### config.mk
export PLATFORM = sky130hd
export DESIGN_NAME = maxnet_weight_store
export DESIGN_NICKNAME = d
export VERILOG_FILES = /design/src/rtl/maxnet_pkg.sv /design/src/rtl/maxnet_reg_array.sv /design/src/rtl/maxnet_weight_store.sv
export SDC_FILE = /design/constraint.sdc
export NUM_CORES = 1
export LEC_CHECK = 0
export ABC_AREA = 1
export CORE_MARGIN = 2
export CORE_UTILIZATION = 50
export CTS_CLUSTER_SIZE = 20
export DETAILED_ROUTE_END_ITERATION = 6
export GPL_TIMING_DRIVEN = 0
export PLACE_DENSITY = 0.71
export SETUP_SLACK_MARGIN = 0.2
export SLEW_MARGIN = 30
export SYNTH_ARGS = -nofsm -noshare
export SYNTH_HDL_FRONTEND = slang
export SYNTH_HIERARCHICAL = 1
export SYNTH_SLANG_ARGS = --single-unit
### constraint.sdc
create_clock -name clk -period 4.2 [get_ports clk]
set_input_delay 0.84 -clock clk [delete_from_list [all_inputs] [get_ports clk]]
set_output_delay 0.84 -clock clk [all_outputs]
set_load 0.005 [all_outputs]
### src/rtl/maxnet_pkg.sv
// Shared types and defaults for the MaxNet weight/input store.
package maxnet_pkg;

  localparam int unsigned N_DEF     = 4;
  localparam int unsigned WIDTH_DEF = 5;

  localparam logic [WIDTH_DEF-1:0] DIAG_DEF    = 5'b01000;
  localparam logic [WIDTH_DEF-1:0] OFFDIAG_DEF = 5'b11110;

  typedef enum logic [1:0] {
    ST_IDLE   = 2'd0,
    ST_STREAM = 2'd1,
    ST_DONE   = 2'd2
  } state_t;

  // True when an index addresses an existing entry of an n-entry dimension.
  function automatic logic in_range(input int unsigned idx, input int unsigned n);
    return idx < n;
  endfunction

endpackage

### src/rtl/maxnet_reg_array.sv
// Generic 2-D register file: async reset to a diagonal init pattern,
// one word write port, one combinational full-row read port.
module maxnet_reg_array
  import maxnet_pkg::*;
#(
  parameter int unsigned ROWS  = 4,
  parameter int unsigned COLS  = 4,
  parameter int unsigned WIDTH = 5,
  parameter logic [WIDTH-1:0] INIT_DIAG = '0,
  parameter logic [WIDTH-1:0] INIT_OFF  = '0,
  localparam int unsigned RAW = (ROWS > 1) ? $clog2(ROWS) : 1,
  localparam int unsigned CAW = (COLS > 1) ? $clog2(COLS) : 1
) (
  input  logic                    clk,
  input  logic                    rst,
  input  logic                    wr_en,
  input  logic [RAW-1:0]          wr_row,
  input  logic [CAW-1:0]          wr_col,
  input  logic [WIDTH-1:0]        wr_data,
  input  logic [RAW-1:0]          rd_row,
  output logic [COLS*WIDTH-1:0]   rd_data_c
);

  logic [WIDTH-1:0] mem [ROWS][COLS];

  function automatic logic [WIDTH-1:0] init_word(input int unsigned r, input int unsigned c);
    return (r == c) ? INIT_DIAG : INIT_OFF;
  endfunction

  // Storage: reset restores the init pattern, in-range writes land one word.
  always_ff @(posedge clk or posedge rst) begin
    if (rst) begin
      for (int unsigned r = 0; r < ROWS; r++) begin
        for (int unsigned c = 0; c < COLS; c++) begin
          mem[r][c] <= init_word(r, c);
        end
      end
    end else if (wr_en && in_range(32'(wr_row), ROWS) && in_range(32'(wr_col), COLS)) begin
      mem[wr_row][wr_col] <= wr_data;
    end
  end

  // Row read: column c packed at [c*WIDTH +: WIDTH]; out-of-range rows read as zero.
  always_comb begin
    rd_data_c = '0;
    if (in_range(32'(rd_row), ROWS)) begin
      for (int unsigned c = 0; c < COLS; c++) begin
        rd_data_c[c*WIDTH +: WIDTH] = mem[rd_row][c];
      end
    end
  end

endmodule

### src/rtl/maxnet_weight_store.sv
// Writable X vector / W matrix store that streams W one row per beat
// alongside a snapshot of X taken when the pass starts.
module maxnet_weight_store
  import maxnet_pkg::*;
#(
  parameter int unsigned N     = N_DEF,
  parameter int unsigned WIDTH = WIDTH_DEF,
  parameter logic [WIDTH-1:0] DIAG    = WIDTH'(DIAG_DEF),
  parameter logic [WIDTH-1:0] OFFDIAG = WIDTH'(OFFDIAG_DEF),
  localparam int unsigned AW = $clog2(N)
) (
  input  logic                  clk,
  input  logic                  rst,
  input  logic                  x_wr_en,
  input  logic [AW-1:0]         x_wr_addr,
  input  logic [WIDTH-1:0]      x_wr_data,
  input  logic                  w_wr_en,
  input  logic [AW-1:0]         w_wr_row,
  input  logic [AW-1:0]         w_wr_col,
  input  logic [WIDTH-1:0]      w_wr_data,
  input  logic                  start,
  output logic                  busy,
  output logic                  row_valid,
  input  logic                  row_ready,
  output logic [AW-1:0]         row_idx,
  output logic [N*WIDTH-1:0]    row_w,
  output logic [N*WIDTH-1:0]    x_vec,
  output logic                  done,
  output logic                  wr_err
);

  state_t               state;
  logic [WIDTH-1:0]     x_mem [N];
  logic [N*WIDTH-1:0]   x_pack_c;
  logic [N*WIDTH-1:0]   rd_data_c;
  logic [AW-1:0]        rd_row_c;
  logic                 in_stream_c;
  logic                 x_ok_c;
  logic                 x_bad_c;
  logic                 w_ok_c;
  logic                 w_bad_c;
  logic                 beat_c;
  logic                 last_c;

  // Write qualification: nothing lands while streaming, and only in-range indices.
  always_comb begin
    in_stream_c = (state == ST_STREAM);
    x_ok_c  = x_wr_en && !in_stream_c && in_range(32'(x_wr_addr), N);
    x_bad_c = x_wr_en && !x_ok_c;
    w_ok_c  = w_wr_en && !in_stream_c &&
              in_range(32'(w_wr_row), N) && in_range(32'(w_wr_col), N);
    w_bad_c = w_wr_en && !w_ok_c;
    beat_c  = row_valid && row_ready;
    last_c  = (row_idx == AW'(N - 1));
  end

  // Row fetched one cycle ahead: row 0 when launching, the next row while streaming.
  always_comb begin
    rd_row_c = '0;
    if (state == ST_STREAM) begin
      rd_row_c = row_idx + AW'(1);
    end
  end

  // Flatten X into the snapshot packing.
  always_comb begin
    x_pack_c = '0;
    for (int unsigned i = 0; i < N; i++) begin
      x_pack_c[i*WIDTH +: WIDTH] = x_mem[i];
    end
  end

  maxnet_reg_array #(
    .ROWS      (N),
    .COLS      (N),
    .WIDTH     (WIDTH),
    .INIT_DIAG (DIAG),
    .INIT_OFF  (OFFDIAG)
  ) u_w_array (
    .clk       (clk),
    .rst       (rst),
    .wr_en     (w_ok_c),
    .wr_row    (w_wr_row),
    .wr_col    (w_wr_col),
    .wr_data   (w_wr_data),
    .rd_row    (rd_row_c),
    .rd_data_c (rd_data_c)
  );

  // X vector storage.
  always_ff @(posedge clk or posedge rst) begin
    if (rst) begin
      for (int unsigned i = 0; i < N; i++) begin
        x_mem[i] <= '0;
      end
    end else if (x_ok_c) begin
      x_mem[x_wr_addr] <= x_wr_data;
    end
  end

  // One-cycle error pulse for any rejected write.
  always_ff @(posedge clk or posedge rst) begin
    if (rst) begin
      wr_err <= 1'b0;
    end else begin
      wr_err <= x_bad_c || w_bad_c;
    end
  end

  // Streaming FSM with registered handshake outputs.
  always_ff @(posedge clk or posedge rst) begin
    if (rst) begin
      state     <= ST_IDLE;
      busy      <= 1'b0;
      row_valid <= 1'b0;
      done      <= 1'b0;
      row_idx   <= '0;
      row_w     <= '0;
      x_vec     <= '0;
    end else begin
      done <= 1'b0;
      case (state)
        ST_IDLE: begin
          if (start) begin
            state     <= ST_STREAM;
            busy      <= 1'b1;
            row_valid <= 1'b1;
            row_idx   <= '0;
            row_w     <= rd_data_c;
            x_vec     <= x_pack_c;
          end
        end
        ST_STREAM: begin
          if (beat_c) begin
            if (last_c) begin
              state     <= ST_DONE;
              busy      <= 1'b0;
              row_valid <= 1'b0;
              done      <= 1'b1;
            end else begin
              row_idx <= row_idx + AW'(1);
              row_w   <= rd_data_c;
            end
          end
        end
        ST_DONE: begin
          state <= ST_IDLE;
        end
        default: begin
          state <= ST_IDLE;
        end
      endcase
    end
  end

endmodule

run_1/pins.png
(4 px per um) Pins as bars across the die edge, other pins in gray.
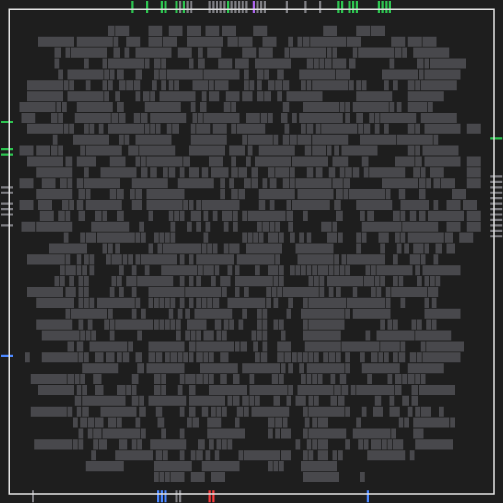
legend:
  `w_wr_row`:
    color: red
    pins: 2
    direction: input
    edge: bottom
  `x_vec`:
    color: green
    pins: 20
    direction: output
    edge: 16 top, 3 left, 1 right
  `start`:
    color: purple
    pins: 1
    direction: input
    edge: top
  `w_wr_data`:
    color: blue
    pins: 5
    direction: input
    edge: 4 bottom, 1 left
Port Buf Inserts: 62
die width: 120.8 um

run_1/final_congestion.png
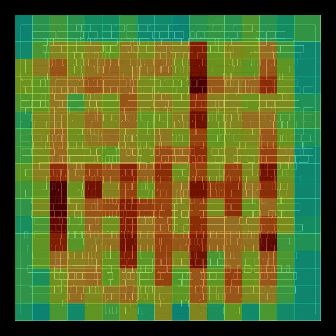
routing usage on met3: 0.05519
Final Util: 0.6273
GR peak layer: met2

run_1/met2.png
(4 px per um)
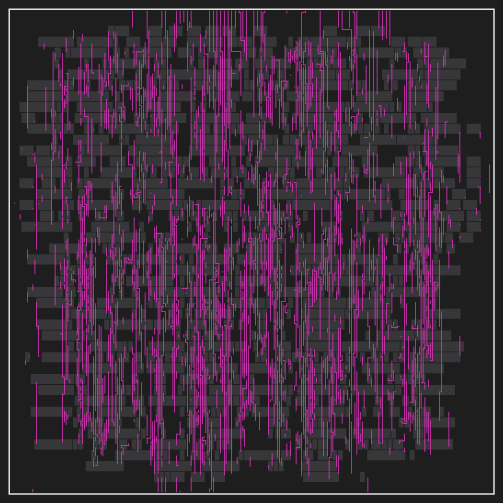
share of all routed wire: 46%
longest straight run: 43.0 um
M2 GR Usage: 0.3873
vias: 5881

run_1/met3.png
(4 px per um)
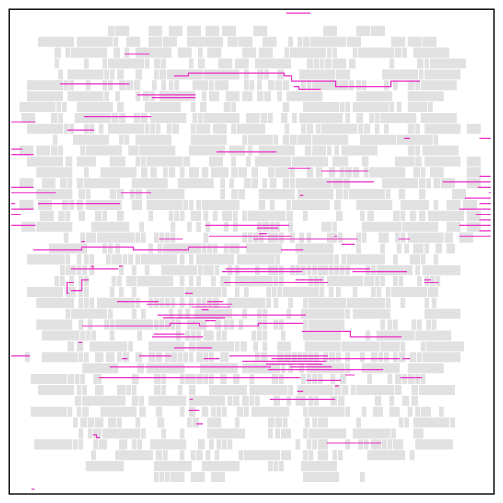
nets with wire on the layer: 77
wire length on this layer: 1110 um
main direction: horizontal
Routed WL: 17450 um

==> impl_metrics.py, run 1 <==
# Flow results
metrics = {
    "outcome": {
        "status": "complete, no violations",
    },
    "route": {
        "drtIter0Drc": 549,
        "first_pass_iters": 6,
        "vias_per_cell": 5.246,
        "detail-route-antenna-nets": 0,
        "post_drt_wl_per_cell_um": 15.56,
        "drc": 0,
        "wl_met2_um": 8042,
        "wl_met1_um": 7930,
        "highest_layer": "met4",
        "wl_met3_um": 1107,
    },
    "global_routing": {
        "grt_usage": 0.2554,
        "grt_pass1_wl_um": 28410,
        "grt_pass1_vias": 5721,
        "antenna_found_initial": 0,
        "grt_max_degree": 49,
        "overflow": 0,
    },
    "power": {
        "static-leakage-power_nw": 4.115,
        "totalPowerFinal_w": 0.006421,
        "max-vdd-ir-drop_uv": 365.9,
        "power.density_mw_per_mm2": 769.9,
    },
    "layout": {
        "drive_above_1_share": 0.1238,
        "area_growth_pct": 22.22,
        "final_nets": 955,
        "num_antenna_cells": 0,
    },
    "setup_path": {
        "end_kind": "register",
        "cp_max_fo": 10,
        "worstPathRequired_ns": 4.56,
        "r2r-end": "row_w[15]",
        "r2r_cells": 9,
        "r2r-start": "row_idx[0]",
        "cp.arrival_ns": 2.67,
        "critical_path_class": "in2reg",
        "crit_path_start": "w_wr_en",
        "r2r_slack_ns": 2.11,
        "critPathLaunchType": "primary input",
    },
    "hold_path": {
        "hp-start": "u_w_array/mem[61]",
        "hold_path.class": "reg2reg",
        "whs_path_depth": 2,
        "whs_endpoint": "u_w_array/mem[61]",
    },
    "final_timing": {
        "slew_viol_final": 0,
        "setup_viol": 0,
        "slew-limit-headroom": 0.5141,
        "rsz0062_at_grt": "no",
        "fin_worst_skew_ns": 0.005683,
        "fmax_mhz": 433.2,
        "period_minus_slack_ns": 2.308,
        "tightestPinTransition_ns": 0.7289,
        "hold_violations": 0,
        "post-route-period-util": 0.5496,
        "fin_hold_ws_ns": 0.4603,
    },
    "logic_synthesis": {
        "syn_area_per_cell_um2": 8.038,
        "yosys_warnings": 6,
        "synthXorXnorAreaFrac": 0,
        "async_flop_share": 1.000,
        "synth_stat.cells": 849,
        "synth_flops": 147,
        "syn_area_mm2": 0.006824,
        "synthMuxAreaShare": 0,
        "synth-simple-area-share": 0.2941,
        "top_cells_by_area": "dfrtp_1 35%, dfstp_2 20%, nand2_1 20%",
        "syn-num-nets": 872,
        "postSynthSeqShare": 0.5486,
        "ff_type": "dfrtp_1",
        "netlist_logic_family_top": "simple AND/OR/NAND/NOR gates",
        "largest_area_cell": "dfrtp_1",
        "synth_top_area_share": 0.3484,
        "ys_types": 27,
        "top_cells_by_count": "359 x nand2_1, 95 x dfrtp_1, 81 x nand3_1",
        "synth_top_cell_by_count": "nand2_1",
        "edf_count": 0,
        "ys_sh_adder": 0.001834,
        "ys_chip_area_mm2": 0.006824,
        "netlist_instances": 849,
        "compound_area_frac": 0.07921,
    },
    "clock_tree": {
        "htree_levels": 4,
        "clk_pin_slew_ns": 0.06,
        "clk_latency_ns": 0.42,
        "cts_buffer_depth": 2,
        "clkSinkCount": 147,
        "cts_tree": "built",
        "cts_setup_buffers": 0,
        "cts_resized": 0,
        "hold_buffers": 0,
        "cts_root_buf": "clkbuf_16",
        "numCtsBuffers": 17,
    },
    "floorplan": {
        "core.rowCount": 42,
        "dieArea_mm2": 0.01460,
        "io_pins": 68,
        "coreArea_mm2": 0.01330,
        "fp_util": 0.5133,
    },
    "place": {
        "place_congestion": 0.8691,
        "post-dp-hpwl_um": 12140,
    },
    "job": {
        "drv_cap": 0,
        "warnings": 26,
    },
}
[run 1: through the flow]
step                      cells  cell area [um^2]  setup slack, ns  setup TNS, ns
final                      1121              8341            1.892              0
after global placement     1087              7665        -0.001402      -0.007095
after global routing       1121              8341            1.730              0
after CTS                  1121              8341            1.884              0
after floorplan             849              6824            1.394              0
after detailed placement   1089              7717            1.484              0
[run 1: per-layer routing]
layer / vias to the layer above / GRT usage
met2: 173 / 0.3873
met3: 25 / 0.05519
met5: - / 0
met1: 2837 / 0.3597
li1: 2846 / -
met4: 0 / 0.09884
[run 1: flip-flops by register name, summed over array words and instances (netlist names)]
| register | count |
|---|---|
| row_idx | 2 |
| x_vec | 20 |
| u_w_array/mem | 80 |
| row_valid | 1 |
| row_w | 20 |
| state | 2 |
| x_mem | 20 |
| wr_err | 1 |
| done | 1 |
[run 1: worst max-delay path, cell delays in order]
cell             delay (ns)
clkdlybuf4s50_1        0.45
inv_1                  0.05
nor2_1                 0.24
buf_4                  0.24
nand3_1                0.28
nor2_1                 0.40
nand2_1                0.10
nand2_1                0.08
[run 1: worst max path at each step]
stage,cells after the start,slack (ns),to
detailed placement,8,1.48,u_w_array/mem[67]
finish,8,1.89,u_w_array/mem[65]
global placement,2,-0.001,u_w_array/mem[55]
CTS,2,1.88,row_valid
global route,8,1.73,u_w_array/mem[65]
floorplan,1,1.39,u_w_array/mem[0]
[run 1: cell type report]
class	count	area, um^2
clock inverters	9	125.1
inverters	78	297.8
fillers	1174	4955
flip-flops and latches	147	3744
multi-input cells	579	2560
clock buffers	23	498.0
plain buffers	45	227.7
well taps	176	220.2
repair buffers	64	668.1
[run 1: logic make-up (layout without fill, tap and decap cells)]
family	after synthesis	count (layout)
compound gates	93	93
fa+ha+maj	1	1
buf+inv	123	219
flops	147	147
simple gates	485	485
[run 1: cell usage in the layout (no fill, tap or decap), types with 20 or more instances in the layout]
master,n
a21oi_1,21
clkbuf_1,25
clkdlybuf4s50_1,62
dfrtp_1,95
dfstp_2,52
inv_1,74
nand2_1,359
nand3_1,81
nor2_1,27
o211ai_1,20
o21ai_0,41
[run 1: power by group]
part           internal (W)  switching [W]  total (W)
Sequential          0.00215       0.000313    0.00247
Clock               0.00101       0.000566    0.00157
Combinational      0.000977        0.00140    0.00238
Total               0.00414        0.00228    0.00642
==> run 2, diff against run 1 <==
Settings changed: PLACE_DENSITY 0.71 to 0.74.
Clock period 4.2 ns to 2 ns, I/O delays scaled along.
run_2/met3.png
(4 px per um)
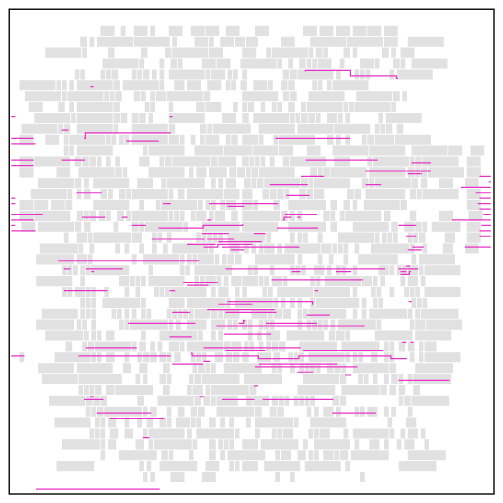
share of all routed wire: 5.8%
main direction: horizontal
Routed WL: 17800 um
routing usage on met3: 0.05377

==> run 2 against run 1 <==
Net effect:
- total power rose by 110%
- clock-buffer cell count fell by 1
- global-route usage rose by 0.32 points
- non-clock buffer count rose by 3
- core utilization rose by 1.2 points
- sequential power rose by 110%
- final cell count rose by 0.27%
- largest power group is now combinational logic
- synthesized cell count did not move
- sequential share of layout area fell by 0.84 points
- clock skew barely moved
==> impl_metrics.py, run 2 <==
# Flow results
metrics = {
    "route": {
        "post_drt_wl_per_cell_um": 15.84,
        "first_pass_iters": 5,
        "vias_per_cell": 5.266,
        "drc": 0,
        "detail-route-antenna-nets": 0,
        "drtIter0Drc": 528,
        "vias": 5919,
    },
    "setup_path": {
        "r2r_slack_ns": 0.27,
        "end_kind": "output pin",
        "cp_max_fo": 3,
        "cp.arrival_ns": 1.35,
        "path_delay_family": "buffers and inverters",
        "r2r-start": "row_idx[0]",
        "worstPathRequired_ns": 1.60,
        "crit_chain": "clkdlybuf4s50_1",
        "critPathLaunchType": "register",
        "critical_path_buf_inv_count": 1,
        "r2r_cells": 9,
        "r2r-end": "row_w[17]",
        "max_stage_delay_ns": 0.54,
        "slowest_stage": "clkdlybuf4s50_1",
        "critical_path_class": "reg2out",
    },
    "final_timing": {
        "fmax_mhz": 572.7,
        "post-route-period-util": 0.8730,
        "setup-tns-final_ns": 0,
        "period_minus_slack_ns": 1.746,
        "fin_hold_ws_ns": 0.3565,
        "slew-limit-headroom": 0.4969,
        "rsz0062_at_grt": "no",
        "hold_violations": 0,
        "fin_worst_skew_ns": 0.006173,
        "tightestPinTransition_ns": 0.7546,
        "slew_viol_final": 0,
        "setup_viol": 0,
    },
    "logic_synthesis": {
        "largest_area_cell": "dfrtp_1",
        "top_cells_by_area": "dfrtp_1 35%, dfstp_2 20%, nand2_1 20%",
        "top_cells_by_count": "359 x nand2_1, 95 x dfrtp_1, 81 x nand3_1",
        "synth_top_cell_by_count": "nand2_1",
        "synth_flops": 147,
        "synth_stat.cells": 849,
        "edf_count": 0,
        "async_flop_share": 1.000,
        "netlist_instances": 849,
        "ys_types": 27,
        "ys_chip_area_mm2": 0.006824,
        "syn-num-nets": 872,
        "ff_type": "dfrtp_1",
        "synth_top_area_share": 0.3484,
        "syn_area_per_cell_um2": 8.038,
        "yosys_warnings": 6,
        "syn_area_mm2": 0.006824,
        "postSynthSeqShare": 0.5486,
    },
    "clock_tree": {
        "cts_setup_buffers": 0,
        "htree_levels": 4,
        "cts_root_buf": "clkbuf_16",
        "cts_tree": "built",
        "hold_buffers": 0,
        "cts_buffer_depth": 2,
        "clk_pin_slew_ns": 0.06,
        "clkSinkCount": 147,
        "clk_latency_ns": 0.43,
        "numCtsBuffers": 17,
    },
    "global_routing": {
        "overflow": 0,
        "antenna_found_initial": 0,
        "grt_pass1_vias": 5835,
        "grt_max_degree": 29,
        "grt_pass1_wl_um": 28990,
        "grt_usage": 0.2586,
    },
    "power": {
        "max-vdd-ir-drop_uv": 982.4,
        "power.density_mw_per_mm2": 1604,
        "static-leakage-power_nw": 4.178,
    },
    "layout": {
        "area_growth_pct": 24.62,
        "drive_above_1_share": 0.1540,
        "instances_no_fill": 1124,
        "final_nets": 958,
        "largest_register": "u_w_array/mem",
        "num_antenna_cells": 0,
        "layout.cells.most_common": "nand2_1",
        "lay_top_cells": "357 x nand2_1, 93 x dfrtp_1, 79 x nand3_1",
        "nFillCells": 1084,
        "largest_reg_flops": 80,
        "final_util": 0.6397,
    },
    "place": {
        "port_buffers": 62,
        "post-dp-hpwl_um": 12600,
        "place_congestion": 0.8858,
        "dp.cells": 1092,
    },
    "hold_path": {
        "hold_path.class": "in2async",
    },
    "job": {
        "drv_cap": 0,
        "warnings": 27,
    },
    "floorplan": {
        "coreArea_mm2": 0.01330,
        "die_x_um": 120.8,
        "die_h_um": 120.8,
        "io_pins": 68,
        "core.rowCount": 42,
        "fp_util": 0.5133,
        "dieArea_mm2": 0.01460,
    },
    "outcome": {
        "status": "complete, no violations",
    },
}
==> run 2: cell types whose count changed in the layout (fill, tap and decap cells not counted), moves of 4 or more <==
cell,previous run,this run
o21ai_0,41,29
o21ai_1,1,13
clkbuf_1,25,15
nor2_1,27,17
nor2_4,1,7
buf_6,2,6
nor2_2,1,5
==> run 2: repair_timing <==
action / 4_1_cts / 5_1_grt
setup endpoints to repair: 51 / 53
pin swaps: 0 / 1
resized: 27 / 51
==> run 2: per-layer routing <==
| layer | GRT usage | part of all wire | up-vias | routed length [um] |
|---|---|---|---|---|
| met1 | 0.3581 | 0.45 | 2823 | 8026 |
| met2 | 0.3968 | 0.46 | 204 | 8276 |
| met4 | 0.1083 | 0.026 | 0 | 468 |
| li1 | - | - | 2855 | - |
| met5 | 0 | 0 | - | 0 |
| met3 | 0.05377 | 0.058 | 37 | 1031 |
==> run 2: worst max-delay path by stage <==
stage / start / to / slack [ns] / depth (start not counted)
final: row_idx[1] / row_idx[1] / 0.25 / 1
after global routing: state[0] / u_w_array/mem[68] / 0.20 / 8
after CTS: state[1] / row_w[15] / 0.18 / 10
after detailed placement: w_wr_en / u_w_array/mem[47] / -0.24 / 8
after global placement: rst / u_w_array/mem[55] / -0.29 / 2
after floorplan: row_idx[0] / row_w[11] / 0.40 / 9
==> run 2: cell type report <==
type | count | area, um^2 | area share
Buffer | 45 | 290.3 | 0.03413
Inverter | 78 | 300.3 | 0.03531
Clock buffer | 22 | 464.2 | 0.05458
Clock inverter | 10 | 108.9 | 0.01280
Timing Repair Buffer | 67 | 744.5 | 0.08754
Tap cell | 176 | 220.2 | 0.02589
Multi-Input combinational cell | 579 | 2630 | 0.3093
Sequential cell | 147 | 3746 | 0.4405
==> run 2: metrics by stage <==
step	setup slack, ns	instance area (um^2)	power [W]
after floorplan	0.3988	6832	0.008160
after global placement	-0.2865	7672	0.01001
after detailed placement	-0.2448	7795	0.01020
after CTS	0.1764	8418	0.01343
after global routing	0.2045	8504	0.01455
final	0.2540	8504	0.01364
==> run 2: report_power, final <==
part	total, W	internal [W]	switching [W]
registers	0.00521	0.00452	0.000686
logic	0.00534	0.00228	0.00307
clock network	0.00309	0.00189	0.00120
==> run 2: cell families (layout without fill, tap and decap cells) <==
kind of cell	Yosys count	after routing	synth area share
AND-OR/OR-AND	93	93	0.07921
adder cells (fa/ha/maj)	1	1	0.001833
buffers and inverters	123	222	0.07627
AND/OR/NAND/NOR	485	485	0.2941
flip-flops	147	147	0.5486
Power and IR drop assume default switching activity.
